==> config.mk <==
export PLATFORM = sky130hd
export DESIGN_NAME = egd_stream_dec
export DESIGN_NICKNAME = d
export VERILOG_FILES = /design/src/rtl/egd_pkg.sv /design/src/rtl/egd_lzc.sv /design/src/rtl/egd_stream_dec.sv
export SDC_FILE = /design/constraint.sdc
export NUM_CORES = 1
export LEC_CHECK = 0
export CAP_MARGIN = 20
export CELL_PAD_IN_SITES_DETAIL_PLACEMENT = 1
export CELL_PAD_IN_SITES_GLOBAL_PLACEMENT = 2
export CORE_MARGIN = 2
export CORE_UTILIZATION = 37
export CTS_BUF_LIST = sky130_fd_sc_hd__clkbuf_4 sky130_fd_sc_hd__clkbuf_8
export CTS_CLUSTER_SIZE = 25
export DETAILED_ROUTE_END_ITERATION = 6
export GPL_ROUTABILITY_DRIVEN = 1
export PLACE_DENSITY = 0.81
export SYNTH_ARGS = -nofsm -noshare
export SYNTH_HDL_FRONTEND = slang
export SYNTH_SLANG_ARGS = --single-unit
==> constraint.sdc <==
create_clock -name clk -period 10 [get_ports clk]
set_clock_uncertainty 0.15 [all_clocks]
set_input_delay 2.5 -clock clk [delete_from_list [all_inputs] [get_ports clk]]
set_output_delay 2.5 -clock clk [all_outputs]
set_load 0.05 [all_outputs]
==> src/rtl/egd_pkg.sv <==
// Shared constants for the streaming Exp-Golomb decoder: request modes, FSM states
// and the fill_level width helper.
package egd_pkg;

    localparam logic [1:0] EGD_UE  = 2'b00;
    localparam logic [1:0] EGD_SE  = 2'b01;
    localparam logic [1:0] EGD_TE  = 2'b10;
    localparam logic [1:0] EGD_RAW = 2'b11;

    typedef enum logic [1:0] {
        ST_IDLE = 2'd0,
        ST_WAIT = 2'd1,
        ST_ERR  = 2'd2
    } egd_state_e;

    function automatic int egd_fill_w(input int buf_w);
        return $clog2(buf_w + 1);
    endfunction

endpackage

==> src/rtl/egd_lzc.sv <==
// Leading-zero counter over the top 2*MAX_LZ+1 buffer bits; the count never
// exceeds the number of valid bits, so lz < fill means a marker bit was seen.
module egd_lzc import egd_pkg::*; #(
    parameter int BUF_W  = 32,
    parameter int MAX_LZ = 15
) (
    input  logic [2*MAX_LZ:0]              win,
    input  logic [egd_fill_w(BUF_W)-1:0]   fill,
    output logic [egd_fill_w(BUF_W)-1:0]   lz
);
    localparam int FW  = egd_fill_w(BUF_W);
    localparam int WIN = 2*MAX_LZ + 1;

    logic [FW-1:0] cnt;
    logic          found;

    always_comb begin
        cnt   = FW'(WIN);
        found = 1'b0;
        for (int i = WIN-1; i >= 0; i--) begin
            if (!found && win[i]) begin
                cnt   = FW'(WIN-1-i);
                found = 1'b1;
            end
        end
        lz = (cnt < fill) ? cnt : fill;
    end

endmodule

==> src/rtl/egd_stream_dec.sv <==
// Streaming Exp-Golomb decoder: ue/se/te/raw elements from an MSB-first shift buffer.
// EGD_SIGNED_EN enables se/te decoding; without it those modes raise err on acceptance.
module egd_stream_dec import egd_pkg::*; #(
    parameter int IN_W   = 16,
    parameter int BUF_W  = 32,
    parameter int OUT_W  = 16,
    parameter int MAX_LZ = 15
) (
    input  logic                          clk,
    input  logic                          reset_n,
    input  logic                          in_valid,
    input  logic [IN_W-1:0]               in_data,
    output logic                          in_ready,
    input  logic                          req_valid,
    input  logic [1:0]                    req_mode,
    input  logic                          req_te_max1,
    input  logic [4:0]                    req_len,
    output logic                          req_ready,
    output logic                          out_valid,
    output logic [OUT_W-1:0]              out_data,
    output logic [5:0]                    out_len,
    input  logic                          out_ready,
    input  logic                          flush,
    output logic                          err,
    output logic [egd_fill_w(BUF_W)-1:0]  fill_level
);
    localparam int FW  = egd_fill_w(BUF_W);
    localparam int WIN = 2*MAX_LZ + 1;
    localparam int CW  = MAX_LZ + 1;

    egd_state_e     state;
    logic [BUF_W-1:0] bits, bits_sh;
    logic [1:0]     mode_q;
    logic [4:0]     len_q;
    logic           te1_q;
    logic [FW-1:0]  lz, rem;
    int             lzi, fl, lz_c;
    logic [CW-1:0]  info, code;
    logic [15:0]    raw;
    logic           done, bad, fire, req_rej;
    logic [5:0]     clen;
    logic [OUT_W-1:0] val;

    egd_lzc #(.BUF_W(BUF_W), .MAX_LZ(MAX_LZ)) u_lzc (
        .win  (bits[BUF_W-1 -: WIN]),
        .fill (fill_level),
        .lz   (lz)
    );

    assign in_ready  = (int'(fill_level) <= BUF_W-IN_W) && !err;
    assign req_ready = (state == ST_IDLE);

`ifdef EGD_SIGNED_EN
    assign req_rej = (req_mode == EGD_RAW) && (req_len == 5'd0 || req_len > 5'd16);
`else
    assign req_rej = (req_mode == EGD_SE) || (req_mode == EGD_TE) ||
                     ((req_mode == EGD_RAW) && (req_len == 5'd0 || req_len > 5'd16));
`endif

    always_comb begin
        lzi  = int'(lz);
        fl   = int'(fill_level);
        lz_c = (lzi > MAX_LZ) ? MAX_LZ : lzi;
        // info field is the lz bits right after the marker 1
        info = CW'(bits[BUF_W-2-lz_c -: MAX_LZ] >> (MAX_LZ - lz_c));
        code = (CW'(1) << lz_c) - CW'(1) + info;
        raw  = bits[BUF_W-1 -: 16] >> (16 - int'(len_q));
        done = 1'b0;
        bad  = 1'b0;
        clen = '0;
        val  = '0;
        if (mode_q == EGD_RAW) begin
            done = int'(len_q) <= fl;
            clen = 6'(len_q);
            val  = OUT_W'(raw);
        end else if (mode_q == EGD_TE && te1_q) begin
            done = fl >= 1;
            clen = 6'd1;
`ifdef EGD_SIGNED_EN
            val  = OUT_W'(!bits[BUF_W-1]);
`endif
        end else begin
            bad  = lzi > MAX_LZ;
            done = (lzi < fl) && (2*lzi + 1 <= fl);
            clen = 6'(2*lz_c + 1);
            val  = OUT_W'(code);
`ifdef EGD_SIGNED_EN
            if (mode_q == EGD_SE)
                val = code[0] ? OUT_W'((code + CW'(1)) >> 1)
                              : OUT_W'(32'd0 - 32'(code >> 1));
`endif
        end
        fire = (state == ST_WAIT) && done && !bad && (!out_valid || out_ready);
    end

    // New words land directly below whatever survives this cycle's consume
    assign rem     = fill_level - (fire ? FW'(clen) : FW'(0));
    assign bits_sh = bits << (fire ? clen : 6'd0);

    always_ff @(posedge clk or negedge reset_n) begin
        if (!reset_n) begin
            bits       <= '0;
            fill_level <= '0;
        end else if (flush) begin
            bits       <= '0;
            fill_level <= '0;
        end else if (in_valid && in_ready) begin
            bits       <= bits_sh | ({in_data, {(BUF_W-IN_W){1'b0}}} >> rem);
            fill_level <= rem + FW'(IN_W);
        end else begin
            bits       <= bits_sh;
            fill_level <= rem;
        end
    end

    always_ff @(posedge clk or negedge reset_n) begin
        if (!reset_n) begin
            state     <= ST_IDLE;
            out_valid <= 1'b0;
            out_data  <= '0;
            out_len   <= '0;
            err       <= 1'b0;
            mode_q    <= EGD_UE;
            len_q     <= '0;
            te1_q     <= 1'b0;
        end else if (flush) begin
            state     <= ST_IDLE;
            out_valid <= 1'b0;
            out_data  <= '0;
            out_len   <= '0;
            err       <= 1'b0;
            mode_q    <= EGD_UE;
            len_q     <= '0;
            te1_q     <= 1'b0;
        end else begin
            if (out_valid && out_ready)
                out_valid <= 1'b0;
            case (state)
                ST_IDLE: if (req_valid) begin
                    mode_q <= req_mode;
                    len_q  <= req_len;
                    te1_q  <= req_te_max1;
                    if (req_rej) begin
                        err   <= 1'b1;
                        state <= ST_ERR;
                    end else begin
                        state <= ST_WAIT;
                    end
                end
                ST_WAIT: if (bad) begin
                    err   <= 1'b1;
                    state <= ST_ERR;
                end else if (fire) begin
                    out_valid <= 1'b1;
                    out_data  <= val;
                    out_len   <= clen;
                    state     <= ST_IDLE;
                end
                ST_ERR: ;
                default: state <= ST_ERR;
            endcase
        end
    end

endmodule

==> changes_impl.md, run 1 <==
### Implementation results

- Die height: 178 um
- Status: completed
- Number of enable flip-flop cells: 0
- Starting DRT DRC Count: 1124
- Clock slew at the register clock pins of the worst setup and hold paths: 90 ps
- H-tree Lvls: 3
- M1 GR Usage: 0.438
- Worst Tran Pin Value: 1040 ps
- Buffering overhead: 0.0894
- Mapped Cells: 1532
- Met2 GRT Util: 0.496
- Via-per-instance ratio: 6.44
- Cell type with the largest total area: dfrtp_1
- Xor/xnor share: 0.0252
- Die Size: 0.0316 mm2
- MI comb area: 0.00874 mm2
- Dpl hpwl: 37700 um
- Sequential cell count: 72
- Tapcells: 390
- Layout area overhead: 13.2%
- Yosys cell count: 1532
- Post-CTS Resized: 0
- R2R setup slack: 660 ps
- AO/OA Area Share: 0.314
- Yosys warnings: 0
- # DRC: 0
- Drt total wl: 49700 um
- Top non-seq family: AND-OR/OR-AND gates
- Reg-to-reg startpoint: bits[31]
- Rel. slew slack: 0.306
- Metal2 WL: 22700 um
- Simple share: 0.232
- Yosys cell types: 110
- Ant. Diodes: 0
- Top cells by area: dfrtp_1 16%, mux2i_1 7.7%, a21oi_1 6.5%
- Log Warnings: 26
- Layout cells sized above 1: 0.128
- CTS Root Cell: clkbuf_8
- Clk sinks: 72
- Final critical-path required period: 9340 ps
- GRT overflow: 0
- Setup TNS: 0 ps
- Max incr delay on CP: 520 ps
- Die width: 178 um
- Fill count: 3742
- Number of logic gates: 1271
- Mapped Area: 0.0112 mm2
- CTS Buffer Depth: 2
- Critical Path Sink Type: flop
- Post CTS Setup Buffer Count: 0
- Placed cells: 1911
- Met3 GRT Util: 0.0476
- Hold buffers post-CTS: 0
- Metal-1 WL: 22700 um
- Dominant kind of cell by area: logic gates
- FF/Latch Area: 0.00180 mm2
- Syn nets: 1619
- Most common reg cell: dfrtp_1
- Yosys chip area: 0.0112 mm2
- Cell mode on critical path: a21oi_1
- Met3 wire len: 2890 um
- Registers, synthesis: 72
- Placed cell area: 0.0121 mm2
- # clk buffers: 9
- # setup viols final: 0
- HP Class: flop to flop
[run 1: worst max-delay path, delay by kind of cell, from the launching register on]
kind	cells	cell delay, ps
xor gates and xnor gates	1	150
buffers and inverters	3	390
muxes	1	230
adders and majority gates	5	1630
and+or+nand+nor	8	2070
DFF	1	510
AOI/OAI and AO/OA	22	4070
[run 1: worst max path at each step]
| stage | start | end |
|---|---|---|
| finish | bits[31] | out_data[15] |
| global route | bits[31] | out_data[15] |
| CTS | bits[23] | out_data[15] |
| detailed placement | bits[23] | out_data[15] |
| global placement | bits[23] | out_data[15] |
| floorplan | bits[30] | out_data[15] |
[run 1: sequential cells by signal, indices dropped and copies added, names as in the netlist]
name        count
te1_q           1
fill_level      6
err             1
state           2
out_data       16
out_valid       1
len_q           5
bits           32
out_len         6
mode_q          2
### Local utilization, run 1

18 x 18 tiles, from dark blue (low) to red (high), 0 to 100% covered.
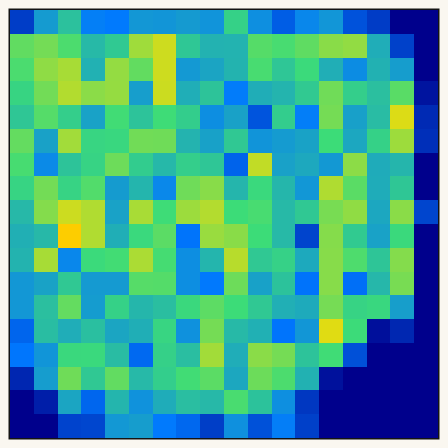
tiles over 75% full = 0.30%
fullest tile = 77%
emptiest ninth of the die = south-east
Core Footprint: 0.0296 mm2
Post-Route Utilization: 0.426
initial core utilization: 0.377

### Clock distribution, run 1

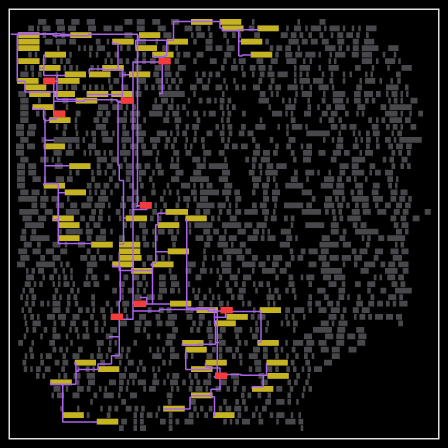
clock drivers -> red  # count 9
flip-flops -> yellow  # count 72
clock wires -> purple  # length 1300 um
routed clock nets = 10
worst skew pair latency: 390 ps

### Gate families picked out, run 1

The bar under the picture is 50 um long.
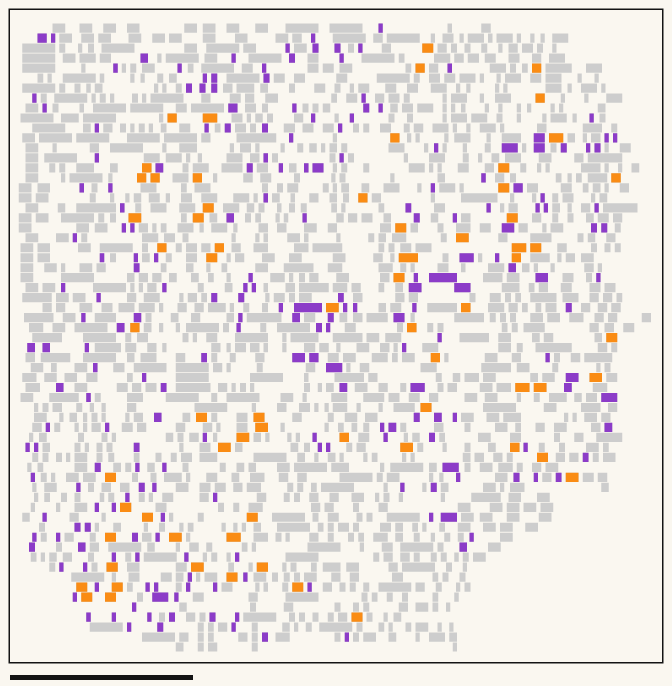
NOR gates -> purple  # cells 217, where widely spread
AND-OR and OR-AND gates -> orange  # cells 67, where widely spread
fin cells: 1938
logic share of the area: 0.692
Commonest Layout Cell: nand2_1

### Metal layers overlaid, run 1

The bar under the picture is 50 um long.
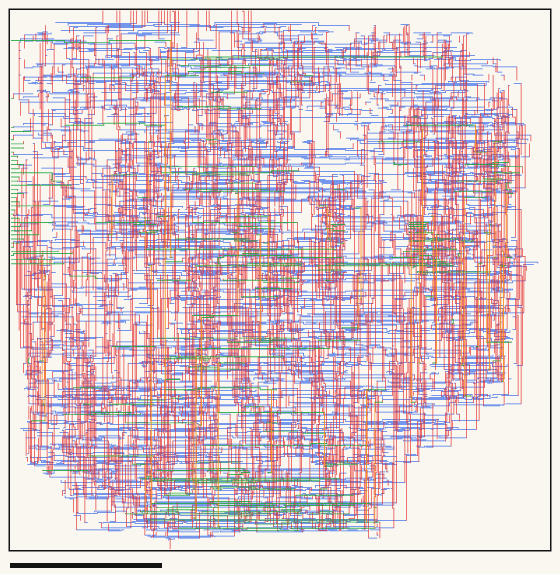

--- run 2 (diff from run 1) ---
Settings changed: RECOVER_POWER set to 25.
### Metal layers overlaid, run 2

The bar under the picture is 50 um long.
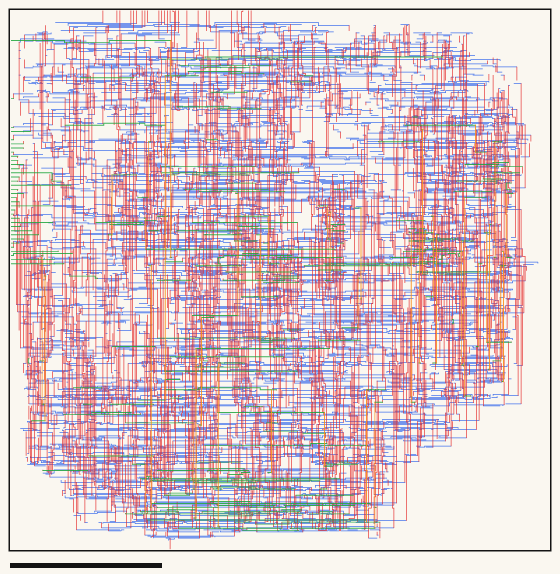
metal 2 -> red  # wire length 22.7 mm
metal 3 -> green  # wire length 2900 um
metal 4 -> orange  # wire length 1460 um
metal 1 -> blue  # wire length 22.6 mm
vias: 12457
gr usage total: 0.315

### Gate families picked out, run 2

The bar under the picture is 50 um long.
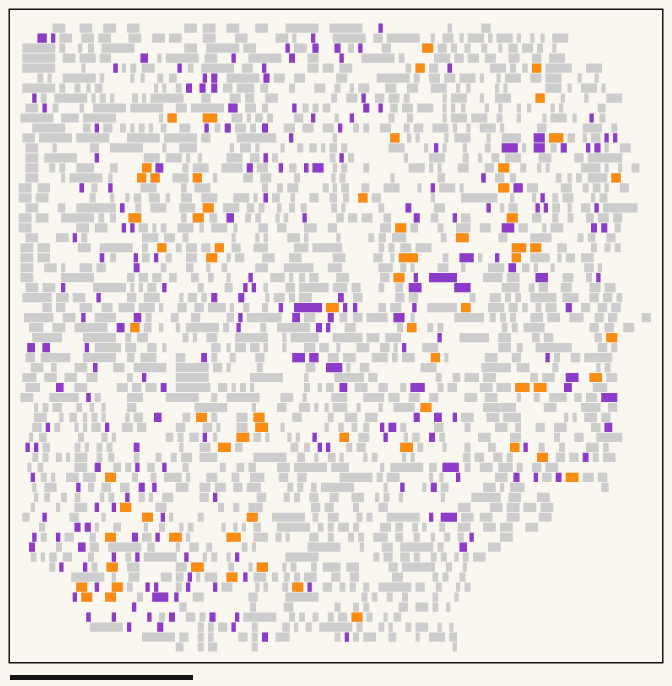
NOR gates -> purple  # cells 217, where widely spread
AND-OR and OR-AND gates -> orange  # cells 67, where widely spread
logic share of the area: 0.693

==> run 2 against run 1 <==
- critical path depth is the same
- sequential share of layout area is essentially flat
- highest routed layer unchanged
- core utilization is essentially flat
- cell count is the same
- wire length is essentially flat
- maximum frequency is essentially flat
- clock-buffer cell count is the same
- first-iteration DRC count is the same
- the run now ends with capacitance limit, slew limit left
==> changes_impl.md, run 2 <==
### Implementation results

- Status: finished with violations
- Failing checks: capacitance limit, slew limit
- Metal-1 WL: 22600 um (-0.15%)
- Starting DRT DRC Count: 1124 (unchanged)
- R2R setup slack: 660 ps (about the same)
- Dpl hpwl: 37700 um (unchanged)
- Worst skew pair latency: 390 ps (about the same)
- Cell type with the largest total area: dfrtp_1
- Fill count: 3741 (-0.027%)
- Metal2 WL: 22700 um (about the same)
- Max incr delay on CP: 520 ps (about the same)
- Mapped Area: 0.0112 mm2 (unchanged)
- Yosys warnings: 0 (unchanged)
- Worst Tran Pin Value: 4180 ps (+3150 ps)
- Ant. Diodes: 0 (unchanged)
- Mapped Cells: 1532 (unchanged)
- FF/Latch Area: 0.00180 mm2 (unchanged)
- Max FFs per register: 32 (unchanged)
- Final critical-path required period: 9340 ps (+1.42 ps)
- Biggest register: bits
- Die height: 178 um (unchanged)
- Largest net degree at the start of global routing: 75
- Most common reg cell: dfrtp_1
- Cell mode on critical path: a21oi_1
- Critical Path Sink Type: flop
- Yosys chip area: 0.0112 mm2 (unchanged)
- Maxcap violations: 1
- CP startpoint: bits[31]
- Clock slew at the register clock pins of the worst setup and hold paths: 90 ps (about the same)
- Biggest regs: bits (32), out_data (16)
- Fin. max-slew vios: 73
- Placed cell area: 0.0121 mm2 (unchanged)
- HP Class: flop to flop
- # setup viols final: 0 (unchanged)
- Drt total wl: 49700 um (about the same)
- Hold buffers post-CTS: 0 (unchanged)
- Yosys cell count: 1532 (unchanged)
- Number of enable flip-flop cells: 0 (unchanged)
- Layout cells sized above 1: 0.127 (-0.000646)
- # DRC: 0 (unchanged)
- Die Size: 0.0316 mm2 (unchanged)
- CTS Buffer Depth: 2 (unchanged)
- Registers, synthesis: 72 (unchanged)
- Critical Path Stages: 40 (unchanged)
- Log Warnings: 26 (unchanged)
- GRT overflow: 0 (unchanged)
- MI comb area: 0.00874 mm2 (unchanged)
- Syn nets: 1619 (unchanged)
- Core Footprint: 0.0296 mm2 (unchanged)
- Met3 wire len: 2900 um (+0.59%)
- H-tree Lvls: 3 (unchanged)
- Most frequent cell after synthesis: nand2_1
- Via-per-instance ratio: 6.43 (-0.22%)
- Fin cells: 1938 (unchanged)
- Top cells by area: dfrtp_1 16%, mux2i_1 7.7%, a21oi_1 6.5%
### Routing congestion, run 2

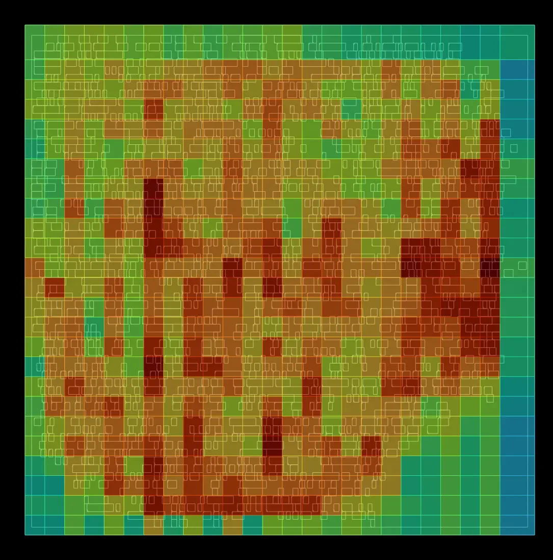
met2 GRT Util: 0.496
M1 GR Usage: 0.438
per-cell routed wire length: 25.7 um
met3 GRT Util: 0.0476
Post-Route Utilization: 0.426

run 2: netlist changes by cell type in the layout (fill, tap and decap cells not counted), sizes merged:
| cell | previous run | this run |
|---|---|---|
| buf | 67 | 66 |
| clkbuf | 10 | 11 |
run 2: area by class of cell:
cell class,count,area share
clock inverters,7,0.00813
well taps,390,0.0386
repair buffers,127,0.0891
flip-flops and latches,72,0.143
inverters,62,0.0189
clock buffers,9,0.00981
multi-input cells,1271,0.693
run 2: timing repair:
item,in CTS,in global routing
setup buffers,0,10
gates resized,0,42
endpoints found under the setup margin,0,5
run 2: kinds of logic after synthesis:
kind of cell / synth area share
multiplexers: 0.129
AND-OR/OR-AND: 0.314
adder cells (fa/ha/maj): 0.0653
flip-flops: 0.161
XOR/XNOR: 0.0252
AND/OR/NAND/NOR: 0.232
buffers and inverters: 0.0727
